==> src/rtl/rf_port_ctrl_if.sv <==
// rtl/rf_port_ctrl_if.sv - requester and RFC-array signal bundle for rf_port_ctrl
interface rf_port_ctrl_if #(
  parameter int WIDTH = 8,
  parameter int DEPTH = 8,
  parameter int AW    = 3
);
  logic             wr_req;
  logic [AW-1:0]    wr_addr;
  logic [WIDTH-1:0] wr_data;
  logic             wr_ack;
  logic             rd_req;
  logic [AW-1:0]    rd_addr1;
  logic [AW-1:0]    rd_addr2;
  logic             rd_valid;
  logic [WIDTH-1:0] rd_data1;
  logic [WIDTH-1:0] rd_data2;
  logic [DEPTH-1:0] write_en;
  logic [WIDTH-1:0] write_bit;
  logic [DEPTH-1:0] read_en1;
  logic [DEPTH-1:0] read_en2;
  logic [WIDTH-1:0] bus1;
  logic [WIDTH-1:0] bus2;
  logic             busy;

  modport slave (
    input  wr_req, wr_addr, wr_data, rd_req, rd_addr1, rd_addr2, bus1, bus2,
    output wr_ack, rd_valid, rd_data1, rd_data2, write_en, write_bit,
           read_en1, read_en2, busy
  );

  modport master (
    output wr_req, wr_addr, wr_data, rd_req, rd_addr1, rd_addr2, bus1, bus2,
    input  wr_ack, rd_valid, rd_data1, rd_data2, write_en, write_bit,
           read_en1, read_en2, busy
  );
endinterface

==> src/rtl/rf_port_ctrl.sv <==
// rtl/rf_port_ctrl.sv - arbitrating write/dual-read access controller for an RFC array
module rf_port_ctrl #(
  parameter int WIDTH = 8,
  parameter int DEPTH = 8,
  parameter int AW    = 3
) (
  input  logic          clk,
  input  logic          rst,
  rf_port_ctrl_if.slave port
);

  typedef enum logic [1:0] {IDLE, WRITE, READ, RDONE} state_t;

  state_t           state, next_state;
  logic             last_was_write;
  logic             take_wr, take_rd;
  logic [AW-1:0]    wr_addr_q, rd_addr1_q, rd_addr2_q;
  logic [WIDTH-1:0] wr_data_q, rd_data1_q, rd_data2_q;
  logic [DEPTH-1:0] wr_sel, rd_sel1, rd_sel2;

  // Out-of-range addresses decode to an all-zero row select.
  function automatic logic [DEPTH-1:0] row_sel(input logic [AW-1:0] addr);
    row_sel = '0;
    for (int i = 0; i < DEPTH; i++) begin
      if (addr == AW'(i)) row_sel[i] = 1'b1;
    end
  endfunction

  assign wr_sel  = row_sel(wr_addr_q);
  assign rd_sel1 = row_sel(rd_addr1_q);
  assign rd_sel2 = row_sel(rd_addr2_q);

  always_comb begin
    next_state     = state;
    take_wr        = 1'b0;
    take_rd        = 1'b0;
    port.write_en  = '0;
    port.write_bit = '0;
    port.read_en1  = '0;
    port.read_en2  = '0;
    port.wr_ack    = 1'b0;
    port.rd_valid  = 1'b0;
    case (state)
      IDLE: begin
        // Write wins a tie unless the last op was a write, so neither side starves.
        if (port.wr_req && !(port.rd_req && last_was_write)) begin
          take_wr    = 1'b1;
          next_state = WRITE;
        end else if (port.rd_req) begin
          take_rd    = 1'b1;
          next_state = READ;
        end
      end
      WRITE: begin
        port.write_en  = wr_sel;
        port.write_bit = wr_data_q;
        port.wr_ack    = 1'b1;
        next_state     = IDLE;
      end
      READ: begin
        port.read_en1 = rd_sel1;
        port.read_en2 = rd_sel2;
        next_state    = RDONE;
      end
      RDONE: begin
        port.rd_valid = 1'b1;
        next_state    = IDLE;
      end
      default: next_state = IDLE;
    endcase
  end

  always_ff @(posedge clk) begin
    if (rst) begin
      state          <= IDLE;
      last_was_write <= 1'b0;
      wr_addr_q      <= '0;
      wr_data_q      <= '0;
      rd_addr1_q     <= '0;
      rd_addr2_q     <= '0;
      rd_data1_q     <= '0;
      rd_data2_q     <= '0;
    end else begin
      state <= next_state;
      if (take_wr) begin
        wr_addr_q <= port.wr_addr;
        wr_data_q <= port.wr_data;
      end
      if (take_rd) begin
        rd_addr1_q <= port.rd_addr1;
        rd_addr2_q <= port.rd_addr2;
      end
      if (state == WRITE) last_was_write <= 1'b1;
      if (state == RDONE) last_was_write <= 1'b0;
      // A bus with no row enabled floats; mask it so it is never captured.
      if (state == READ) begin
        rd_data1_q <= port.bus1 & {WIDTH{|rd_sel1}};
        rd_data2_q <= port.bus2 & {WIDTH{|rd_sel2}};
      end
    end
  end

  assign port.rd_data1 = rd_data1_q;
  assign port.rd_data2 = rd_data2_q;
  assign port.busy     = (state != IDLE);

endmodule

==> src/flat_wrapper.sv <==
// flat-port wrapper written by rule: the top's interface ports become plain ports
module rf_port_ctrl_flat 
#(
  parameter int WIDTH = 8,
  parameter int DEPTH = 8,
  parameter int AW    = 3
)
  (clk, rst, port_wr_req, port_wr_addr, port_wr_data, port_rd_req, port_rd_addr1, port_rd_addr2, port_bus1, port_bus2, port_wr_ack, port_rd_valid, port_rd_data1, port_rd_data2, port_write_en, port_write_bit, port_read_en1, port_read_en2, port_busy);
  rf_port_ctrl_if #(.WIDTH(WIDTH), .DEPTH(DEPTH), .AW(AW)) port_i ();
  input  logic clk;
  input  logic rst;
  input wire logic [$bits(port_i.wr_req)-1:0] port_wr_req;
  input wire logic [$bits(port_i.wr_addr)-1:0] port_wr_addr;
  input wire logic [$bits(port_i.wr_data)-1:0] port_wr_data;
  input wire logic [$bits(port_i.rd_req)-1:0] port_rd_req;
  input wire logic [$bits(port_i.rd_addr1)-1:0] port_rd_addr1;
  input wire logic [$bits(port_i.rd_addr2)-1:0] port_rd_addr2;
  input wire logic [$bits(port_i.bus1)-1:0] port_bus1;
  input wire logic [$bits(port_i.bus2)-1:0] port_bus2;
  output wire logic [$bits(port_i.wr_ack)-1:0] port_wr_ack;
  output wire logic [$bits(port_i.rd_valid)-1:0] port_rd_valid;
  output wire logic [$bits(port_i.rd_data1)-1:0] port_rd_data1;
  output wire logic [$bits(port_i.rd_data2)-1:0] port_rd_data2;
  output wire logic [$bits(port_i.write_en)-1:0] port_write_en;
  output wire logic [$bits(port_i.write_bit)-1:0] port_write_bit;
  output wire logic [$bits(port_i.read_en1)-1:0] port_read_en1;
  output wire logic [$bits(port_i.read_en2)-1:0] port_read_en2;
  output wire logic [$bits(port_i.busy)-1:0] port_busy;
  assign port_i.wr_req = port_wr_req;
  assign port_i.wr_addr = port_wr_addr;
  assign port_i.wr_data = port_wr_data;
  assign port_i.rd_req = port_rd_req;
  assign port_i.rd_addr1 = port_rd_addr1;
  assign port_i.rd_addr2 = port_rd_addr2;
  assign port_i.bus1 = port_bus1;
  assign port_i.bus2 = port_bus2;
  assign port_wr_ack = port_i.wr_ack;
  assign port_rd_valid = port_i.rd_valid;
  assign port_rd_data1 = port_i.rd_data1;
  assign port_rd_data2 = port_i.rd_data2;
  assign port_write_en = port_i.write_en;
  assign port_write_bit = port_i.write_bit;
  assign port_read_en1 = port_i.read_en1;
  assign port_read_en2 = port_i.read_en2;
  assign port_busy = port_i.busy;
  rf_port_ctrl #(.WIDTH(WIDTH), .DEPTH(DEPTH), .AW(AW)) u_core (.clk(clk), .rst(rst), .port(port_i));
endmodule
==> config.mk <==
export PLATFORM = sky130hd
export DESIGN_NAME = rf_port_ctrl_flat
export DESIGN_NICKNAME = d
export VERILOG_FILES = /design/src/rtl/rf_port_ctrl_if.sv /design/src/rtl/rf_port_ctrl.sv /design/src/flat_wrapper.sv
export SDC_FILE = /design/constraint.sdc
export NUM_CORES = 1
export LEC_CHECK = 0
export ABC_AREA = 1
export CORE_MARGIN = 5
export CORE_UTILIZATION = 28
export CTS_CLUSTER_SIZE = 14
export DETAILED_ROUTE_END_ITERATION = 7
export GPL_TIMING_DRIVEN = 0
export PLACE_DENSITY = 0.68
export SYNTH_ARGS = -nofsm -noshare
export SYNTH_HDL_FRONTEND = slang
export SYNTH_SLANG_ARGS = --single-unit
==> constraint.sdc <==
create_clock -name clk -period 2.4 [get_ports clk]
set_input_delay 0.48 -clock clk [delete_from_list [all_inputs] [get_ports clk]]
set_output_delay 0.48 -clock clk [all_outputs]
set_load 0.05 [all_outputs]
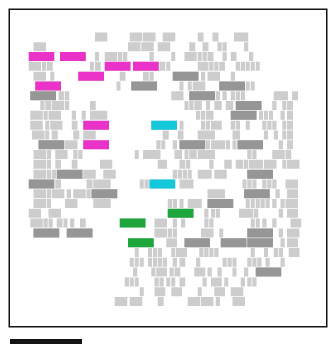
*Sequential cells coloured by netlist name, run 1*
The bar under the picture is 20 um long. Other sequential cells in the stronger grey, the rest of the logic in the fainter grey.
[magenta] u_core.port.rd_data1 | sequential cells: 8 | where: upper left
[green] u_core.wr_addr_q | sequential cells: 3
[cyan] u_core.state | sequential cells: 2
not coloured: 23
seq pwr: 0.695 mW
sequential cell area: 721 um^2
Seq area share: 0.273
final core utilization: 0.449

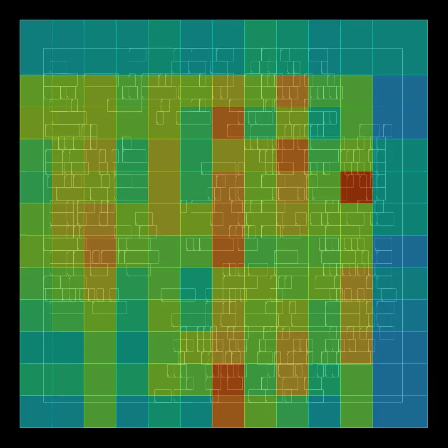
*Routing congestion map, run 1*
post-detailed-route wirelength per cell: 10.8 um
GRT met2 Usage: 0.204
met3 Resource Use GR: 0.0536

==> job_summary.md, run 1 <==
## Implementation flow summary

| Metric | Value |
|---|---|
| Maximum vdd drop | about 0.33 mV |
| Area leader share | 0.426 |
| Crit-path max FO | 5 |
| Die width | between 80 and 90 um |
| Post-synthesis async set-or-reset flop share | 0 |
| Drt via density | ~4.1 |
| Cell count after synthesis | roughly 270 |
| Cycle use final | 0.942 |
| Total clock buffers created by CTS | 5 |
| Complex-gate fraction of the synthesized area | 0.0473 |
| Hold buffer count at CTS | 0 |
| Antenna Violating Nets Remaining | 0 |
| Core Box Area | between 5000 and 6000 um^2 |
| Setup bufs post-CTS | 0 |
| Top comb family, area | simple AND/OR/NAND/NOR gates |
| Outcome | completed |
| Drt total wl | between 4 and 5 mm |
| WP data required | 1920 ps |
| Hold/Removal Path Class | flip-flop to flip-flop |
| # H-tree levels | 2 |
| Int Pwr | roughly 1.1 mW |
| Power Dens Cells | about 630 nW/um^2 |
| Initial Util | 0.287 |
| Initial antenna violation count | 0 |
| Worst R2R Setup Slack | 1190 ps |
| Ys flop type | dfxtp_1 |
| Sequential cell area fraction in the yosys report | 0.426 |
| Power Total | 1.67 mW |
| Max cap viols | 0 |
| Biggest area cells | dfxtp_1, nor2_1, nand2_1 |
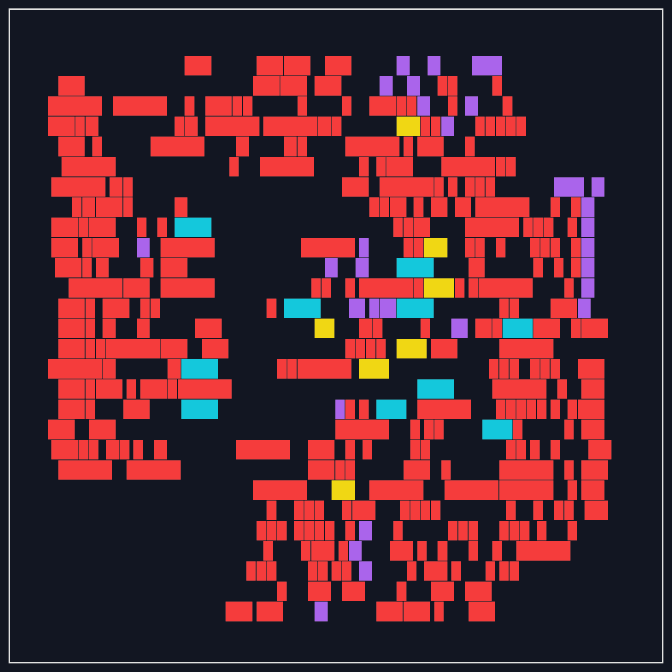
*Cell sizes after repair, run 1*
[purple] _2 cells | cells: 29 | share: 8.1%
[cyan] _6 and larger | cells: 10 | share: 2.8%
[yellow] _3 and _4 cells | cells: 7 | share: 2.0%
[red] _0 and _1 cells | cells: 312 | share: 87%
Layout area overhead: 56.1%
post-route worst setup slack: 139 ps
final instance area: 2640 um^2
Signal buffers: 95

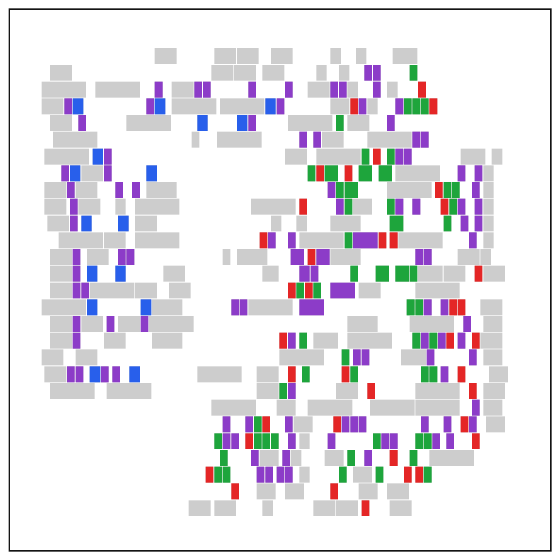
*Selected gate families, run 1*
[purple] NOR gates | cells: 109 | most used: nor2_1 | where: widely spread
[green] NAND gates | cells: 54 | most used: nand2_1
[red] inverters | cells: 38 | most used: inv_1
[blue] inverting AOI/OAI gates | cells: 16 | most used: o21ai_0
multi-input combinational area share: 0.290
final std cells w/o fill: 433
most numerous logic cell after layout: nor2_1

==> run 1: metal layers <==
metal / wire length (um) / share of wire / vias up
met5: 0 / 0 / -
met1: 2060 / 0.44 / 763
met2: 2070 / 0.44 / 57
met4: 37 / 0.0079 / 0
met3: 534 / 0.11 / 5
li1: - / - / 970
==> run 1: layout by cell type, fill, tap and decap left out <==
cell type | netlist | final
clkdlybuf4s50_1 | 0 | 54
clkbuf_8 | 0 | 7
nand2_1 | 47 | 47
nand2_2 | 1 | 1
nor2_1 | 103 | 103
nand4_1 | 6 | 6
inv_1 | 35 | 35
clkdlybuf4s15_2 | 0 | 2
buf_2 | 3 | 12
or2_4 | 3 | 3
buf_4 | 1 | 1
buf_6 | 3 | 3
inv_2 | 3 | 3
dfxtp_1 | 36 | 36
clkbuf_1 | 2 | 2
dlygate4sd2_1 | 0 | 12
nor2_2 | 2 | 2
clkbuf_2 | 0 | 9
nor2_4 | 3 | 3
o21ai_0 | 16 | 16
nor3_1 | 1 | 1
==> run 1: cells by family (layout without fill, tap and decap cells) <==
| logic type | Yosys count | after routing |
|---|---|---|
| compound gates | 16 | 16 |
| buf+inv | 47 | 140 |
| flops | 36 | 36 |
| simple gates | 166 | 166 |
==> run 1: state kept, by name, indices dropped and copies added (netlist names) <==
| name | cells |
|---|---|
| u_core.wr_addr_q | 3 |
| u_core.rd_addr2_q | 3 |
| u_core.last_was_write | 1 |
| u_core.state | 2 |
| u_core.port.rd_data2 | 8 |
| u_core.rd_addr1_q | 3 |
| u_core.port.rd_data1 | 8 |
| u_core.wr_data_q | 8 |
==> run 1: critical path, stage by stage, from the launching register on <==
cell and delay [ps]:
dfxtp_1 420, inv_1 110, nand2_1 130, clkdlybuf4s50_1 840
==> run 1: through the flow <==
| stage | area (um^2) | hold slack [ps] | cells |
|---|---|---|---|
| 3_3_place_gp | 2650 | 465 | 426 |
| 5_1_grt | 2640 | 506 | 433 |
| 4_1_cts | 2740 | 489 | 433 |
| 3_5_place_dp | 2650 | 474 | 426 |
| 2_1_floorplan | 1690 | 454 | 265 |
| 6_report | 2640 | 483 | 433 |
==> run 1: power groups by stage <==
| stage | clock (mW) | sequential, mW | combinational, mW |
|---|---|---|---|
| floorplan | 0 | 0.786 | 0.258 |
| global placement | 0 | 0.706 | 0.523 |
| detailed placement | 0 | 0.708 | 0.527 |
| CTS | 0.482 | 0.695 | 0.521 |
| global route | 0.509 | 0.704 | 0.563 |
| finish | 0.461 | 0.695 | 0.511 |
==> run 1: layout make-up <==
class                      count  share of cell area
inverter                      38              0.0540
tap                           75              0.0355
buffer                         9              0.0242
multi-input combinational    182               0.290
clock buffer                   7              0.0365
sequential                    36               0.273
timing repair buffer          86               0.287
==> run 1: what timing repair did <==
item	in CTS	in global routing
gates cloned	0	0
endpoints found under the setup margin	32	18
gates resized	59	31
pin swaps	0	0
==> run 1: final timing paths <==
path | cells after the start | endpoint | from
max | 3 | port_busy | u_core.state[0]
min | 2 | u_core.wr_data_q[0] | u_core.wr_data_q[0]
max reg2reg | 5 | u_core.rd_addr2_q[0] | u_core.state[1]
min reg2reg | 2 | u_core.wr_data_q[0] | u_core.wr_data_q[0]
## Run 2: what changed since run 1
--- a/config.mk
+++ b/config.mk
@@ -6,12 +6,15 @@
 export NUM_CORES = 1
 export LEC_CHECK = 0
 export ABC_AREA = 1
+export CELL_PAD_IN_SITES_DETAIL_PLACEMENT = 1
+export CELL_PAD_IN_SITES_GLOBAL_PLACEMENT = 1
 export CORE_MARGIN = 5
 export CORE_UTILIZATION = 28
 export CTS_CLUSTER_SIZE = 14
 export DETAILED_ROUTE_END_ITERATION = 7
 export GPL_TIMING_DRIVEN = 0
-export PLACE_DENSITY = 0.68
+export MAX_ROUTING_LAYER = met4
+export PLACE_DENSITY = 0.94
 export SYNTH_ARGS = -nofsm -noshare
 export SYNTH_HDL_FRONTEND = slang
 export SYNTH_SLANG_ARGS = --single-unit
==> job_summary.md, run 2 <==
## Implementation flow summary

| Metric | Value |
|---|---|
| # H-tree levels | 2 |
| Core Box Area | 5890 um^2 |
| # resized after CTS | around 70 |
| Most frequent cells in the layout | nor2_1, clkdlybuf4s50_1, nand2_1, dfxtp_1, inv_1 |
| Power Dens Cells | between 600 and 700 nW/um^2 |
| Power Total | about 1.7 mW |
| Post-synthesis async set-or-reset flop share | 0 |
| GRT met2 Usage | 0.283 |
| Most numerous logic cell after layout | nor2_1 |
| Maximum vdd drop | a little under 0.3 mV |
| Final std cells w/o fill | about 430 |
| Area leader share | 0.426 |
| Setup bufs post-CTS | 0 |
| Final instance area | between 2000 and 3000 um^2 |
| Biggest area cells | dfxtp_1, nor2_1, nand2_1 |
| Cell family with most CP delay | buffers and inverters |
| Outcome | completed |
| Sequential cell area fraction in the yosys report | 0.426 |
| Worst Path Buf+Inv | 2 |
| Hold/Removal Path Class | flip-flop to flip-flop |
| Initial Util | 0.287 |
| Max cap viols | 0 |
| Crit path largest cell delay | between 800 and 900 ps |
| Hold buffer count at CTS | 0 |
-- run 2: cell count changes in the layout (fill, tap and decap cells not counted) --
cell	before	now
clkbuf_4	0	1
clkdlybuf4s15_2	2	7
clkinvlp_4	0	1
clkbuf_2	9	1
clkbuf_8	7	6
clkbuf_1	2	3
clkdlybuf4s18_2	0	2
-- run 2: per-stage QoR --
step | setup slack [ps] | utilization
floorplan | 100 | -
global placement | 9.05 | 0.450
detailed placement | -88.2 | 0.450
CTS | 3.55 | 0.467
global route | 3.29 | 0.456
finish | 94.1 | 0.456
-- run 2: layout make-up --
class,count,share of cell area
timing repair buffer,86,0.298
multi-input combinational,182,0.285
sequential,36,0.269
inverter,38,0.0532
tap,75,0.0350
clock buffer,7,0.0322
buffer,9,0.0247
clock inverter,1,0.00280
-- run 2: cell families (layout without fill, tap and decap cells) --
kind of cell / Yosys count / after routing / share of synthesized area
buf+inv: 47 / 141 / 0.122
compound gates: 16 / 16 / 0.0473
simple gates: 166 / 166 / 0.405
flops: 36 / 36 / 0.426
-- run 2: worst reg2reg max path, stage by stage, from the launching register on --
cell and delay (ps):
dfxtp_1 460, inv_2 70, nor2_2 140, inv_2 120
buf_2 200, nor2_1 140, nor2_1 60
-- run 2: where the power goes --
part | total (mW) | switching, mW | internal, mW
clock network | 0.448 | 0.215 | 0.233
registers | 0.696 | 0.0389 | 0.658
logic | 0.523 | 0.332 | 0.191
total | 1.67 | 0.586 | 1.08
-- run 2: path summary, 6_finish.rpt --
kind                       start                       to  depth (start not counted)
min          u_core.wr_data_q[2]      u_core.wr_data_q[2]                          2
max reg2reg      u_core.state[1]  u_core.port.rd_data2[6]                          6
min reg2reg  u_core.wr_data_q[2]      u_core.wr_data_q[2]                          2
max              u_core.state[0]                port_busy                          3
-- run 2: routing by layer --
metal	part of all wire	up-vias	wire length [um]
met3	0.054	7	300
met1	0.41	882	2290
li1	-	971	-
met5	0	-	0
met2	0.53	61	2960
met4	0.010	0	56
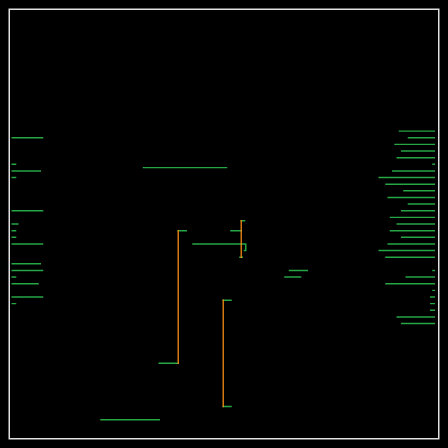
*Routed metal, one colour a layer, run 2*
Two of the layers only.
[green] metal 3 | wire length: 301 um
[orange] metal 4 | wire length: 56.4 um
post-detailed-route wirelength per cell: 12.9 um
Via Count: 1921
GRT Overall Usage: 0.154
drt total wl: 5.60 mm

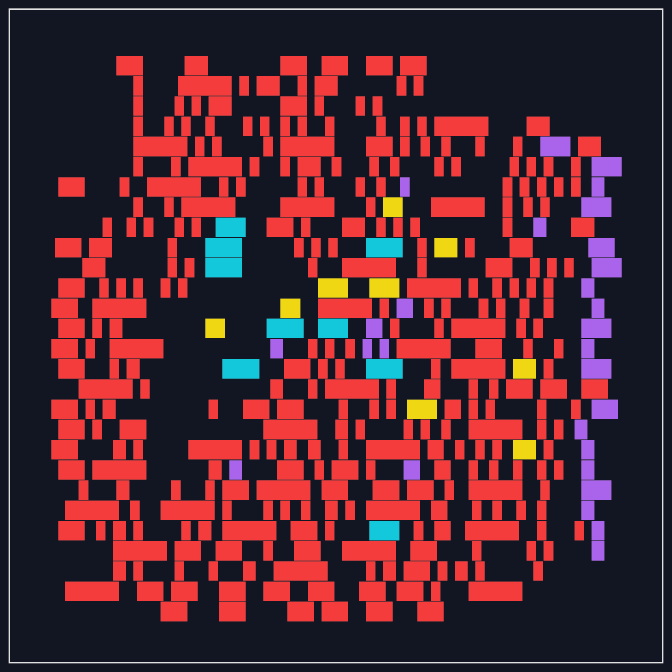
*Cell sizes after repair, run 2*
[yellow] _3 and _4 cells | cells: 9 | share: 2.5%
[cyan] _6 and larger | cells: 9 | share: 2.5%
[red] _0 and _1 cells | cells: 313 | share: 87%
[purple] _2 cells | cells: 28 | share: 7.8%
Layout area overhead: 58.5%
post-route worst setup slack: 94.1 ps

No activity file was given, so power comes from the tool's default toggle rates.
